==> images/floorplan.png <==
The bar under the picture is 50 um long. Pins as bars on the die edge.
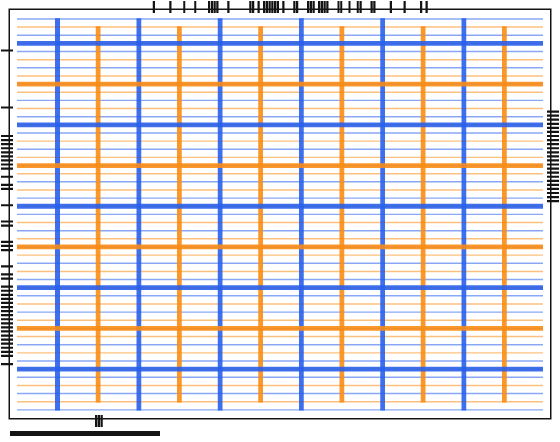
==> images/class_map.png <==
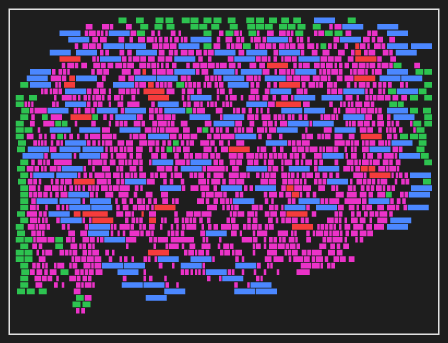
==> images/clock_wires.png <==
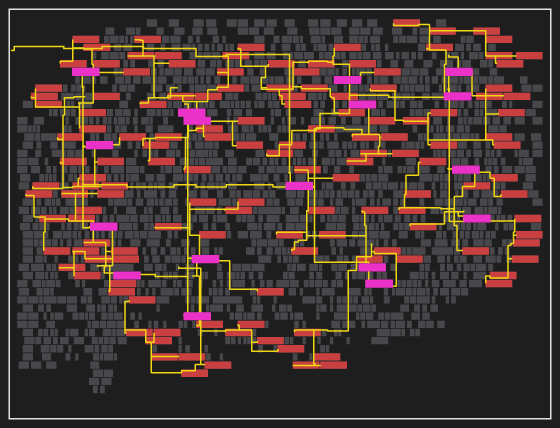
==> images/layers.png <==
The bar under the picture is 50 um long.
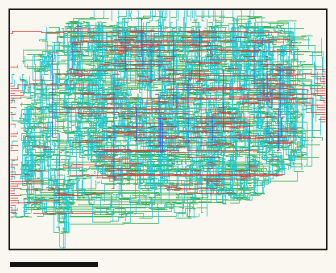
==> images/congestion_map.png <==
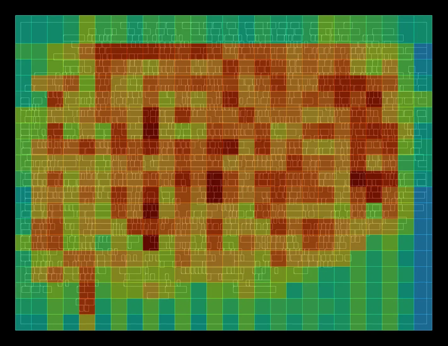
`config.mk`:
```
export PLATFORM = sky130hd
export DESIGN_NAME = alu_div
export DESIGN_NICKNAME = d
export VERILOG_FILES = /design/src/rtl/alu_div.sv
export SDC_FILE = /design/constraint.sdc
export NUM_CORES = 1
export LEC_CHECK = 0
export CORE_ASPECT_RATIO = 0.75
export CORE_MARGIN = 2
export CORE_UTILIZATION = 50
export DETAILED_ROUTE_END_ITERATION = 10
export HOLD_SLACK_MARGIN = 0.12
export PLACE_DENSITY = 0.82
export SLEW_MARGIN = 20
export SYNTH_ARGS = -nofsm -noshare
export SYNTH_HDL_FRONTEND = slang
export SYNTH_SLANG_ARGS = --single-unit
```
`constraint.sdc`:
```
create_clock -name i_clk -period 13.2 [get_ports i_clk]
set_input_delay 2.64 -clock i_clk [delete_from_list [all_inputs] [get_ports i_clk]]
set_output_delay 2.64 -clock i_clk [all_outputs]
set_load 0.02 [all_outputs]
```
`src/rtl/alu_div.sv`:
```
// Iterative restoring divider for DIV/DIVU/REM/REMU: one quotient bit per cycle,
// with fast-path handling of divide-by-zero and signed overflow.
//
// state | meaning
// IDLE  | waiting for i_start with a supported op
// CALC  | one restoring-division step per cycle, DATA_WIDTH steps
// DONE  | result presented on o_c, o_valid pulses for this one cycle
module alu_div #(
  parameter int DATA_WIDTH = 32
) (
  input  logic                  i_clk,
  input  logic                  i_rst,
  input  logic                  i_start,
  input  logic [5:0]            i_alu_op,
  input  logic [DATA_WIDTH-1:0] i_a,
  input  logic [DATA_WIDTH-1:0] i_b,
  output logic                  o_busy,
  output logic                  o_valid,
  output logic [DATA_WIDTH-1:0] o_c
);

  localparam int W  = DATA_WIDTH;
  localparam int CW = $clog2(DATA_WIDTH);
  localparam logic [CW-1:0] LAST = CW'(DATA_WIDTH - 1);

  localparam logic [5:0] OP_DIV  = 6'b101101;
  localparam logic [5:0] OP_DIVU = 6'b101111;
  localparam logic [5:0] OP_REM  = 6'b110001;
  localparam logic [5:0] OP_REMU = 6'b110011;

  typedef enum logic [1:0] {S_IDLE, S_CALC, S_DONE} state_t;

  state_t        state;
  logic [CW-1:0] cnt;
  logic [W-1:0]  quo, rem, dvs;
  logic          is_rem, neg_q, neg_r;

  logic          op_ok, op_sgn, op_rem, ovf, special;
  logic [W-1:0]  a_abs, b_abs, spec_res;
  logic [W:0]    shifted, diff;
  logic [W-1:0]  step_q, step_r, fix_res;

  always_comb begin
    op_ok   = (i_alu_op == OP_DIV) || (i_alu_op == OP_DIVU) ||
              (i_alu_op == OP_REM) || (i_alu_op == OP_REMU);
    op_sgn  = (i_alu_op == OP_DIV) || (i_alu_op == OP_REM);
    op_rem  = (i_alu_op == OP_REM) || (i_alu_op == OP_REMU);
    ovf     = op_sgn && (i_a == {1'b1, {(W-1){1'b0}}}) && (i_b == '1);
    special = (i_b == '0) || ovf;
    a_abs   = (op_sgn && i_a[W-1]) ? -i_a : i_a;
    b_abs   = (op_sgn && i_b[W-1]) ? -i_b : i_b;
    if (i_b == '0) spec_res = op_rem ? i_a : '1;
    else           spec_res = op_rem ? '0 : i_a;
  end

  // Full W+1-bit partial remainder so divisors with the MSB set still divide correctly.
  always_comb begin
    shifted = {rem, quo[W-1]};
    diff    = shifted - {1'b0, dvs};
    if (!diff[W]) begin
      step_r = diff[W-1:0];
      step_q = {quo[W-2:0], 1'b1};
    end else begin
      step_r = shifted[W-1:0];
      step_q = {quo[W-2:0], 1'b0};
    end
    if (is_rem) fix_res = neg_r ? -step_r : step_r;
    else        fix_res = neg_q ? -step_q : step_q;
  end

  always_ff @(posedge i_clk or posedge i_rst) begin
    if (i_rst) begin
      state   <= S_IDLE;
      cnt     <= '0;
      quo     <= '0;
      rem     <= '0;
      dvs     <= '0;
      is_rem  <= 1'b0;
      neg_q   <= 1'b0;
      neg_r   <= 1'b0;
      o_busy  <= 1'b0;
      o_valid <= 1'b0;
      o_c     <= '0;
    end else begin
      o_valid <= 1'b0;
      case (state)
        S_IDLE: begin
          if (i_start && op_ok) begin
            is_rem <= op_rem;
            neg_q  <= op_sgn && (i_a[W-1] ^ i_b[W-1]);
            neg_r  <= op_sgn && i_a[W-1];
            quo    <= a_abs;
            rem    <= '0;
            dvs    <= b_abs;
            cnt    <= '0;
            o_busy <= 1'b1;
            if (special) begin
              state   <= S_DONE;
              o_valid <= 1'b1;
              o_c     <= spec_res;
            end else begin
              state <= S_CALC;
            end
          end
        end
        S_CALC: begin
          quo <= step_q;
          rem <= step_r;
          cnt <= cnt + CW'(1);
          if (cnt == LAST) begin
            state   <= S_DONE;
            o_valid <= 1'b1;
            o_c     <= fix_res;
          end
        end
        S_DONE: begin
          state  <= S_IDLE;
          o_busy <= 1'b0;
        end
        default: state <= S_IDLE;
      endcase
    end
  end

endmodule

```
==> summary.log <==
[pwr] total power draw 3.443 mW
[timing] Final Hold Viols 0
[job] number of warnings in the stage logs 27
[route] violation tally from detailed-route iteration zero 1,624
[timing] share of the clock period used by the worst path 0.5053
[critical_path] Critical Path Source quo[31]$_DFFE_PP0P_
[synth] number of synthesized register bits 140
[critical_path] Crit path largest cell delay 0.58 ns
[timing] slew at the pin with the worst max-slew slack 1.097 ns
[min_path] Tightest Hold Check Type reg2reg
[place] gp weighted congestion 0.9130
[finish] number of standard cells in the final layout excluding fillers 1,855
[cts] buffers inserted during post-CTS setup optimization 0
[synth] async set-reset flop share out of synthesis 1.000
[route] top sig layer met4
[synth] post-synthesis average cell area 7.817 um^2
[critical_path] WP buf/inv 2
[finish] final std cell area, no fill 13,450 um^2
[synth] Syn Inst Count 1,492
[critical_path] startpoint types flop
[timing] crit path time final 6.670 ns
[synth] flip-flops with a built-in enable 0
[min_path] hold path cells 1
[finish] area growth from synthesis to layout 15.35%
[route] detailed-route vias per instance 6.487
[cts] clock latency on the worst-skew pair 0.45 ns
[critical_path] worst-path cell chain inv_1 -> ha_1 -> fa_1 -> nand2b_1 -> a21o_1 -> a21o_1 -> a21oi_4 -> o211ai_2 -> a21o_1 -> nand2_2 -> buf_4 -> nand2_1 -> o21ai_0 -> ha_1 -> nand2_1 -> or3_1 -> or3_1 -> or3_1 -> nor3_1 -> o22ai_1 -> o31ai_1 -> xor2_1 -> a31oi_1 -> o21ai_0
[synth] total nets after synthesis 1,605
[cts] CTS clk-pin slew, worst paths 0.07 ns
[route] total DRC errors in the routed layout 0
[place] # placed instances 1,823
[route] wl on met1 16,540 um
[floorplan] Core ar. 22,940 um^2
[cts] clock buffer depth 2
[timing] Worst slew margin 0.2688
[pwr] worst vdd rail ir drop 0.1456 mV
[route] antenna-violating nets left 0
[pwr] Largest Pwr Group combinational cells
[pwr] static power due to leakage 5.293 nW
[critical_path] Critical R2R Capture o_c[20]$_DFFE_PP0P_
[cts] number of buffers added by the clock tree synthesis step 17
[grt] global-route layer with the greatest usage met2
[critical_path] setup slack of the most critical reg-to-reg path 6.53 ns
[min_path] hold path endpoint o_c[1]$_DFFE_PP0P_
[synth] fraction of the mapped netlist area in adder cells 0.04356
[grt] wire length of the first global-routing pass 59,250 um
[synth] Synth Flop Type dfrtp_1
[synth] netlist area before placement 11,660 um^2
[pwr] proportion of power drawn by the clock network 0.143
[cts] PostCTS Resize Cnt 0
[status] outcome finished clean
[critical_path] critical path data required time 13.57 ns
[synth] Dominant comb cell AND-OR/OR-AND gates
[synth] Synthesis Warnings 0
[route] total number of vias 12,030
[critical_path] nature of the critical path endpoint flop
[job] Max-Cap Viols 0
[floorplan] die area 24,580 um^2
[pwr] sw power 1.775 mW
[synth] Mux area share 0.03047
[floorplan] Die Y 136.3 um
[pwr] Flop pwr share 0.229
[route] wire length reported by the detailed router 37,340 um
[timing] Worst Skew 0.01353 ns
[pwr] switching power as a share of total power 0.5154
[place] pre-CTS setup slack 6.290 ns
[floorplan] starting density of the core 0.5083
[route] total met2 wirelength after detailed routing 15,790 um
[critical_path] Critical Path Slowest Stage Cell dfrtp_1
[timing] setup tns final 0 ns
[pwr] P_seq 0.789 mW
[grt] met3 Usage GRT 0.06965
[synth] area fraction in compound gates 0.2666
[cts] root buffer selected by CTS clkbuf_16
[finish] final-layout fill cell count 2,060
[grt] number of global-route vias before repair 11,050
[synth] xor-xnor portion of the synthesized cell area 0.1059
[grt] antenna violations before repair 0
[pwr] internal cell power 1.668 mW
[synth] chip area from the yosys synthesis statistics 11,660 um^2
[pwr] comb pwr 2.16 mW
[grt] pin count of the biggest net entering global routing 96
[synth] post-synthesis simple-gate area fraction 0.2056
[critical_path] cell class contributing the biggest share of worst-path delay AND-OR/OR-AND gates
[place] dpl cell area 12,860 um^2
[cts] hold-fix buffers at CTS 0
[route] wire length on met3 4278 um
[finish] layout cell share with drive strength beyond 1 0.05531
[cts] sinks on the clock net 140
[synth] sequential fraction of the synthesis area 0.3004
[route] iteration count of the initial detailed-routing pass 8
[timing] worst hold slack 0.4788 ns
[critical_path] Reg-to-Reg Start quo[31]$_DFFE_PP0P_
[synth] number of cells in the yosys synthesis report 1,492
[critical_path] capture point of the critical path o_c[20]$_DFFE_PP0P_
[critical_path] Critical Path Fanout Max 37
[synth] number of different library cells in the post-synthesis netlist 81
[place] number of input and output port buffers inserted 106
[finish] number of diodes 0
[pwr] Power Clock 0.492 mW
[timing] Final Setup Violations 0
[pwr] Power Density 255.9 nW/um^2
[critical_path] WS Path Type reg2reg
[cts] TritonCTS clock tree yes
[critical_path] Data arrival, critical path 7.04 ns
[min_path] launch instance of the worst min-delay path o_c[1]$_DFFE_PP0P_
[grt] met1 demand-to-capacity share in global routing 0.4422
[floorplan] horizontal die dimension 180.4 um
[timing] Worst Setup Slack, final 6.530 ns
[pwr] combinational power share 0.628
[critical_path] total number of cells along the worst setup path 24
[cts] H-tree depth reported by CTS 4
[timing] max-slew violation total from the final report 0
[floorplan] number of top-level design ports 107
[timing] RSZ-0062 raised after global routing no
[critical_path] reg2reg path depth 24
[grt] total congestion overflow after global routing 0
[place] HPWL after detailed placement 27,310 um
[finish] net count of the finished layout 1,655
[timing] FMAX 0.1499 GHz
[floorplan] Rows 48
Notes on floorplan.png above:
- orange: VDD
- blue: VSS
- met5 straps: 9
- met4 straps: 12
- met1 rails: 49
- rows: 48

Notes on class_map.png above:
- blue: registers (cells 140; share of their area 27%)
- green: remaining buffers and delay cells (cells 118; share of their area 8.8%)
- red: clock drivers and dummy loads (cells 32; share of their area 4.5%)
- magenta: remaining logic cells (cells 1,265; share of their area 60%)

Notes on clock_wires.png above:
- magenta: clock-net drivers (count 17)
- red: flip-flops (count 140)
- yellow: clock wires (length 2,160 um)
- routed clock nets: 18
- flops lie: spread over the die

Notes on layers.png above:
- blue: M4 (wire length 727 um)
- red: M3 (wire length 4,280 um)
- cyan: M2 (wire length 15,800 um)
- green: M1 (wire length 16,500 um)

Notes on congestion_map.png above:
All-Layer GR Usage: 0.3027
routing usage on met2: 0.4453
Core Util, Final: 0.5864
detailed-route wire length per cell: 20.13 um

## cell usage after synthesis, types with 5 or more instances
cell type,n,share of area
o21ai_0,201,0.086
nand2_1,160,0.051
dfrtp_1,140,0.30
nor2_1,101,0.033
a21oi_1,89,0.038
xnor2_1,76,0.057
nand3_1,69,0.030
clkbuf_1,66,0.021
xor2_1,65,0.049
inv_1,51,0.016
ha_1,39,0.042
nor3_1,38,0.016
a22oi_1,33,0.021
mux2i_1,31,0.027
nand4_1,21,0.011
or3_1,21,0.011
o211ai_1,20,0.013
buf_2,19,0.0082
a31oi_1,18,0.0097
a21o_1,17,0.011
o31ai_1,17,0.011
or4_1,14,0.0090
and2_1,13,0.0070
nand2b_1,13,0.0070
a211oi_1,11,0.0071
nor4_1,11,0.0059
o21ai_1,11,0.0047
o221ai_1,8,0.0060
o41ai_1,8,0.0060
or2_2,8,0.0043
o21a_1,7,0.0045
a221oi_1,6,0.0045
and3_1,6,0.0032
o22ai_1,6,0.0032
a21oi_2,5,0.0038
nor2b_1,5,0.0027
## cell type report
type	instances	area, um^2	share of cell area
multi-input cells	1211	7627	0.5670
well taps	300	375.4	0.02790
repair buffers	118	1151	0.08557
flip-flops and latches	140	3503	0.2604
clock buffers	19	442.9	0.03292
inverters	54	207.7	0.01544
clock inverters	13	145.1	0.01079
## cells in the final DEF, fill, tap and decap left out, drive strengths merged, types with 13 or more instances in the layout
cell type	n
o21ai	212
nand2	161
dfrtp	140
clkdlybuf4s50	106
nor2	102
a21oi	95
xnor2	76
nand3	69
xor2	65
inv	53
ha	39
nor3	38
a22oi	33
mux2i	31
nand4	21
or3	21
o211ai	21
o31ai	19
clkbuf	19
a31oi	18
a21o	17
or4	16
nand2b	13
and2	13
No activity file was given, so power comes from the tool's default toggle rates.
